### Metal layers overlaid

Bar = 20 µm.
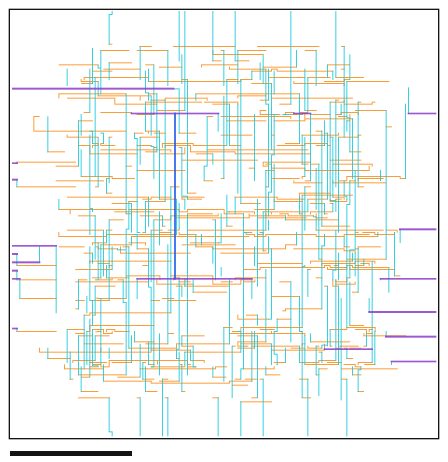
### Clock wiring as the flow saved it

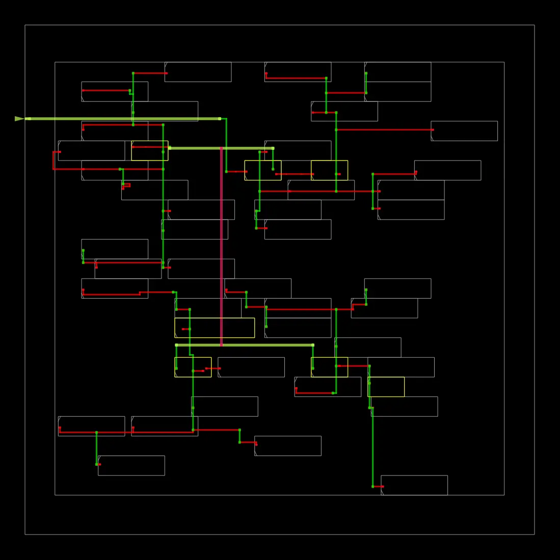
[config.mk]
export PLATFORM = sky130hd
export DESIGN_NAME = mmm_mb_precompute_flat
export DESIGN_NICKNAME = d
export VERILOG_FILES = /design/src/rtl/mmm_mb_precompute_if.sv /design/src/rtl/mmm_mb_precompute.sv /design/src/flat_wrapper.sv
export SDC_FILE = /design/constraint.sdc
export NUM_CORES = 1
export LEC_CHECK = 0
export ABC_CLOCK_PERIOD_IN_PS = 3990
export CAP_MARGIN = 25
export CELL_PAD_IN_SITES_DETAIL_PLACEMENT = 1
export CELL_PAD_IN_SITES_GLOBAL_PLACEMENT = 1
export CORE_MARGIN = 4
export CORE_UTILIZATION = 44
export DETAILED_ROUTE_END_ITERATION = 6
export PLACE_DENSITY_LB_ADDON = 0.1
export SYNTH_ARGS = -nofsm -noshare
export SYNTH_HDL_FRONTEND = slang
export SYNTH_SLANG_ARGS = --single-unit
[constraint.sdc]
create_clock -name clk -period 3.99 [get_ports clk]
set_input_delay 1.197 -clock clk [delete_from_list [all_inputs] [get_ports clk]]
set_output_delay 1.197 -clock clk [all_outputs]
set_load 0.1 [all_outputs]
[src/rtl/mmm_mb_precompute_if.sv]
// ============================================================================
// Module      : mmm_mb_precompute_if
// Description : Start/done handshake and operand/result bus for the mb
//               precompute stage.
// Revision    : 1.0 - initial release
// ============================================================================
`default_nettype none

interface mmm_mb_precompute_if #(
  parameter int WIDTH = 8
);
  logic             start;
  logic [WIDTH-1:0] m_in;
  logic [WIDTH-1:0] b_in;
  logic             busy;
  logic             done;
  logic             mb_valid;
  logic [WIDTH:0]   mb_out;

  modport master (
    output start, m_in, b_in,
    input  busy, done, mb_valid, mb_out
  );

  modport slave (
    input  start, m_in, b_in,
    output busy, done, mb_valid, mb_out
  );
endinterface

`default_nettype wire

[src/rtl/mmm_mb_precompute.sv]
// ============================================================================
// Module      : mmm_mb_precompute
// Description : Bit-serial mb = m + b precompute (WIDTH+1 bits, LSB first)
//               feeding the mbi inputs of the PE mux array.
// Revision    : 1.0 - initial release
// ============================================================================
`default_nettype none

module mmm_mb_precompute #(
  parameter int WIDTH = 8
) (
  input  wire logic            clk,
  input  wire logic            rst_n,
  mmm_mb_precompute_if.slave   bus
);

  localparam int CW = $clog2(WIDTH + 1);
  localparam logic [CW-1:0] C_LAST = CW'(WIDTH - 1);

  typedef enum logic [1:0] {
    S_IDLE = 2'd0,
    S_ADD  = 2'd1,
    S_DONE = 2'd2
  } state_t;

  state_t           r_state;
  logic [WIDTH-1:0] r_m_sr;
  logic [WIDTH-1:0] r_b_sr;
  logic [WIDTH-1:0] r_acc;
  logic             r_carry;
  logic [CW-1:0]    r_cnt;
  logic             r_busy;
  logic             r_done;
  logic             r_mb_valid;
  logic [WIDTH:0]   r_mb;

  logic             w_sum;
  logic             w_cout;
  logic [WIDTH-1:0] w_acc_next;
  logic             w_unused_acc0;

  assign w_sum         = r_m_sr[0] ^ r_b_sr[0] ^ r_carry;
  assign w_cout        = (r_m_sr[0] & r_b_sr[0]) | (r_m_sr[0] & r_carry) | (r_b_sr[0] & r_carry);
  // Sum bits enter at the MSB so that after WIDTH shifts bit 0 sits at the LSB.
  assign w_acc_next    = {w_sum, r_acc[WIDTH-1:1]};
  assign w_unused_acc0 = r_acc[0];

  always_ff @(posedge clk or negedge rst_n) begin
    if (!rst_n) begin
      r_state    <= S_IDLE;
      r_m_sr     <= '0;
      r_b_sr     <= '0;
      r_acc      <= '0;
      r_carry    <= 1'b0;
      r_cnt      <= '0;
      r_busy     <= 1'b0;
      r_done     <= 1'b0;
      r_mb_valid <= 1'b0;
      r_mb       <= '0;
    end else begin
      case (r_state)
        S_IDLE: begin
          r_done <= 1'b0;
          if (bus.start) begin
            r_m_sr     <= bus.m_in;
            r_b_sr     <= bus.b_in;
            r_acc      <= '0;
            r_carry    <= 1'b0;
            r_cnt      <= '0;
            r_mb_valid <= 1'b0;
            r_busy     <= 1'b1;
            r_state    <= S_ADD;
          end
        end
        S_ADD: begin
          r_m_sr  <= {1'b0, r_m_sr[WIDTH-1:1]};
          r_b_sr  <= {1'b0, r_b_sr[WIDTH-1:1]};
          r_acc   <= w_acc_next;
          r_carry <= w_cout;
          r_cnt   <= r_cnt + CW'(1);
          if (r_cnt == C_LAST) begin
            r_mb       <= {w_cout, w_acc_next};
            r_mb_valid <= 1'b1;
            r_busy     <= 1'b0;
            r_done     <= 1'b1;
            r_state    <= S_DONE;
          end
        end
        S_DONE: begin
          r_done  <= 1'b0;
          r_state <= S_IDLE;
        end
        default: begin
          r_busy  <= 1'b0;
          r_done  <= 1'b0;
          r_state <= S_IDLE;
        end
      endcase
    end
  end

  assign bus.busy     = r_busy;
  assign bus.done     = r_done;
  assign bus.mb_valid = r_mb_valid;
  assign bus.mb_out   = r_mb;

endmodule

`default_nettype wire
[src/flat_wrapper.sv]
// flat-port wrapper written by rule: the top's interface ports become plain ports
module mmm_mb_precompute_flat 
#(
  parameter int WIDTH = 8
)
  (clk, rst_n, bus_start, bus_m_in, bus_b_in, bus_busy, bus_done, bus_mb_valid, bus_mb_out);
  mmm_mb_precompute_if #(.WIDTH(WIDTH)) bus_i ();
  input  wire logic clk;
  input  wire logic rst_n;
  input wire logic [$bits(bus_i.start)-1:0] bus_start;
  input wire logic [$bits(bus_i.m_in)-1:0] bus_m_in;
  input wire logic [$bits(bus_i.b_in)-1:0] bus_b_in;
  output wire logic [$bits(bus_i.busy)-1:0] bus_busy;
  output wire logic [$bits(bus_i.done)-1:0] bus_done;
  output wire logic [$bits(bus_i.mb_valid)-1:0] bus_mb_valid;
  output wire logic [$bits(bus_i.mb_out)-1:0] bus_mb_out;
  assign bus_i.start = bus_start;
  assign bus_i.m_in = bus_m_in;
  assign bus_i.b_in = bus_b_in;
  assign bus_busy = bus_i.busy;
  assign bus_done = bus_i.done;
  assign bus_mb_valid = bus_i.mb_valid;
  assign bus_mb_out = bus_i.mb_out;
  mmm_mb_precompute #(.WIDTH(WIDTH)) u_core (.clk(clk), .rst_n(rst_n), .bus(bus_i));
endmodule
==> results_dict.tcl <==
# yosys + openroad results
set metrics [dict create \
    status "finished, final reports clean" \
    die_y_um 70.4 \
    vias 1199 \
    grt_max_degree 43 \
    cts.sinks 42 \
    dp_cells 212 \
    inv_count 1 \
    crit_family "buffers and inverters" \
    drt-initial-drc-count 129 \
    buffers 32 \
    fp.dieArea_mm2 0.00496 \
    cts_hold_buf 0 \
    synth-async-reset-ratio 1.00 \
    fillers 409 \
    p_leak_nw 0.937 \
    required_ps 2790 \
    final.setup.tns_ps 0 \
    postSynthCellCount 141 \
    syn_avg_cell_area_um2 12.2 \
    comb_share 0.287 \
    antenna_found_initial 0 \
    crit_fanout 3 \
    largest_reg_flops 9 \
    gp_congestion 0.698 \
    port_buffers 30 \
    grt_pass1_vias 1288 \
    busiest_layer "met2" \
    criticalPathCategory "flop to output port" \
    place_area_mm2 0.00204 \
    grt_util_all_layers 0.164 \
    wirelength_um 3740 \
    gr-total-overflow 0 \
    tightest_slew_ps 982 \
    cap_viol_max_count 0 \
    vias_per_cell 5.47 \
    ys_ff 42 \
    rr_worst_depth 3 \
    setup.worst_path.end "bus_busy" \
    layout.nets 192 \
    worstHoldStart "u_core.r_m_sr[5]" \
    yosys_warnings 0 \
    critPathArrivalTime_ps 1800 \
    crit_chain "clkdlybuf4s50_1" \
    hp-class "flop to flop" \
    synth.largest_area_cell "dfrtp_1" \
    cts_tree "yes" \
]
-- 'Metal layers overlaid' (at the start) --
- M2: cyan (wire length 1800 µm)
- M3: purple (wire length 132 µm)
- M1: orange (wire length 1790 µm)
- M4: blue (wire length 27.2 µm)

-- 'Clock wiring as the flow saved it' (at the start) --
Clock group: 0.334 mW
Flops: 42
cts bufs inserted: 5

cell families (layout without fill, tap and decap cells):
| family | Yosys count | count (layout) | synth area share |
|---|---|---|---|
| compound gates | 50 | 50 | 0.199 |
| fa+ha+maj | 2 | 2 | 0.0190 |
| buf+inv | 10 | 40 | 0.0285 |
| flops | 42 | 42 | 0.613 |
| mux | 10 | 10 | 0.0650 |
| simple gates | 27 | 27 | 0.0752 |
synth_stat cells, drive strengths merged (2+ instances only):
cell type / n
nand2b: 3
nor2: 3
clkbuf: 5
nand2: 16
a22o: 12
nor2b: 2
o21ai: 17
dfrtp: 42
buf: 4
a22oi: 15
mux2: 9
a21oi: 2
cells in the final DEF (no fill, tap or decap):
| cell | Yosys | routed |
|---|---|---|
| a22oi_1 | 15 | 15 |
| ha_1 | 1 | 1 |
| o22ai_1 | 1 | 1 |
| clkbuf_8 | 0 | 6 |
| nor2_1 | 2 | 2 |
| a22o_1 | 12 | 12 |
| o31ai_1 | 1 | 1 |
| and2_1 | 1 | 1 |
| nand2b_1 | 3 | 3 |
| nand3b_1 | 1 | 1 |
| clkdlybuf4s50_1 | 0 | 29 |
| mux2i_1 | 1 | 1 |
| nand3_1 | 1 | 1 |
| o21bai_2 | 0 | 1 |
| nand2_1 | 16 | 16 |
| bufinv_16 | 0 | 1 |
| o21ai_0 | 17 | 17 |
| buf_4 | 2 | 2 |
| buf_2 | 2 | 1 |
| a21oi_1 | 2 | 2 |
| inv_1 | 1 | 1 |
| mux2_2 | 9 | 9 |
| o21a_1 | 1 | 1 |
| dfrtp_1 | 42 | 42 |
| nor2b_1 | 2 | 2 |
| nor2_4 | 1 | 1 |
| fa_1 | 1 | 1 |
power by group:
part           switching, mW  internal, mW
logic                  0.609         0.308
registers              0.160         0.598
clock network          0.134         0.200
Power figures rest on the tool's default switching activity, not on a simulated workload.
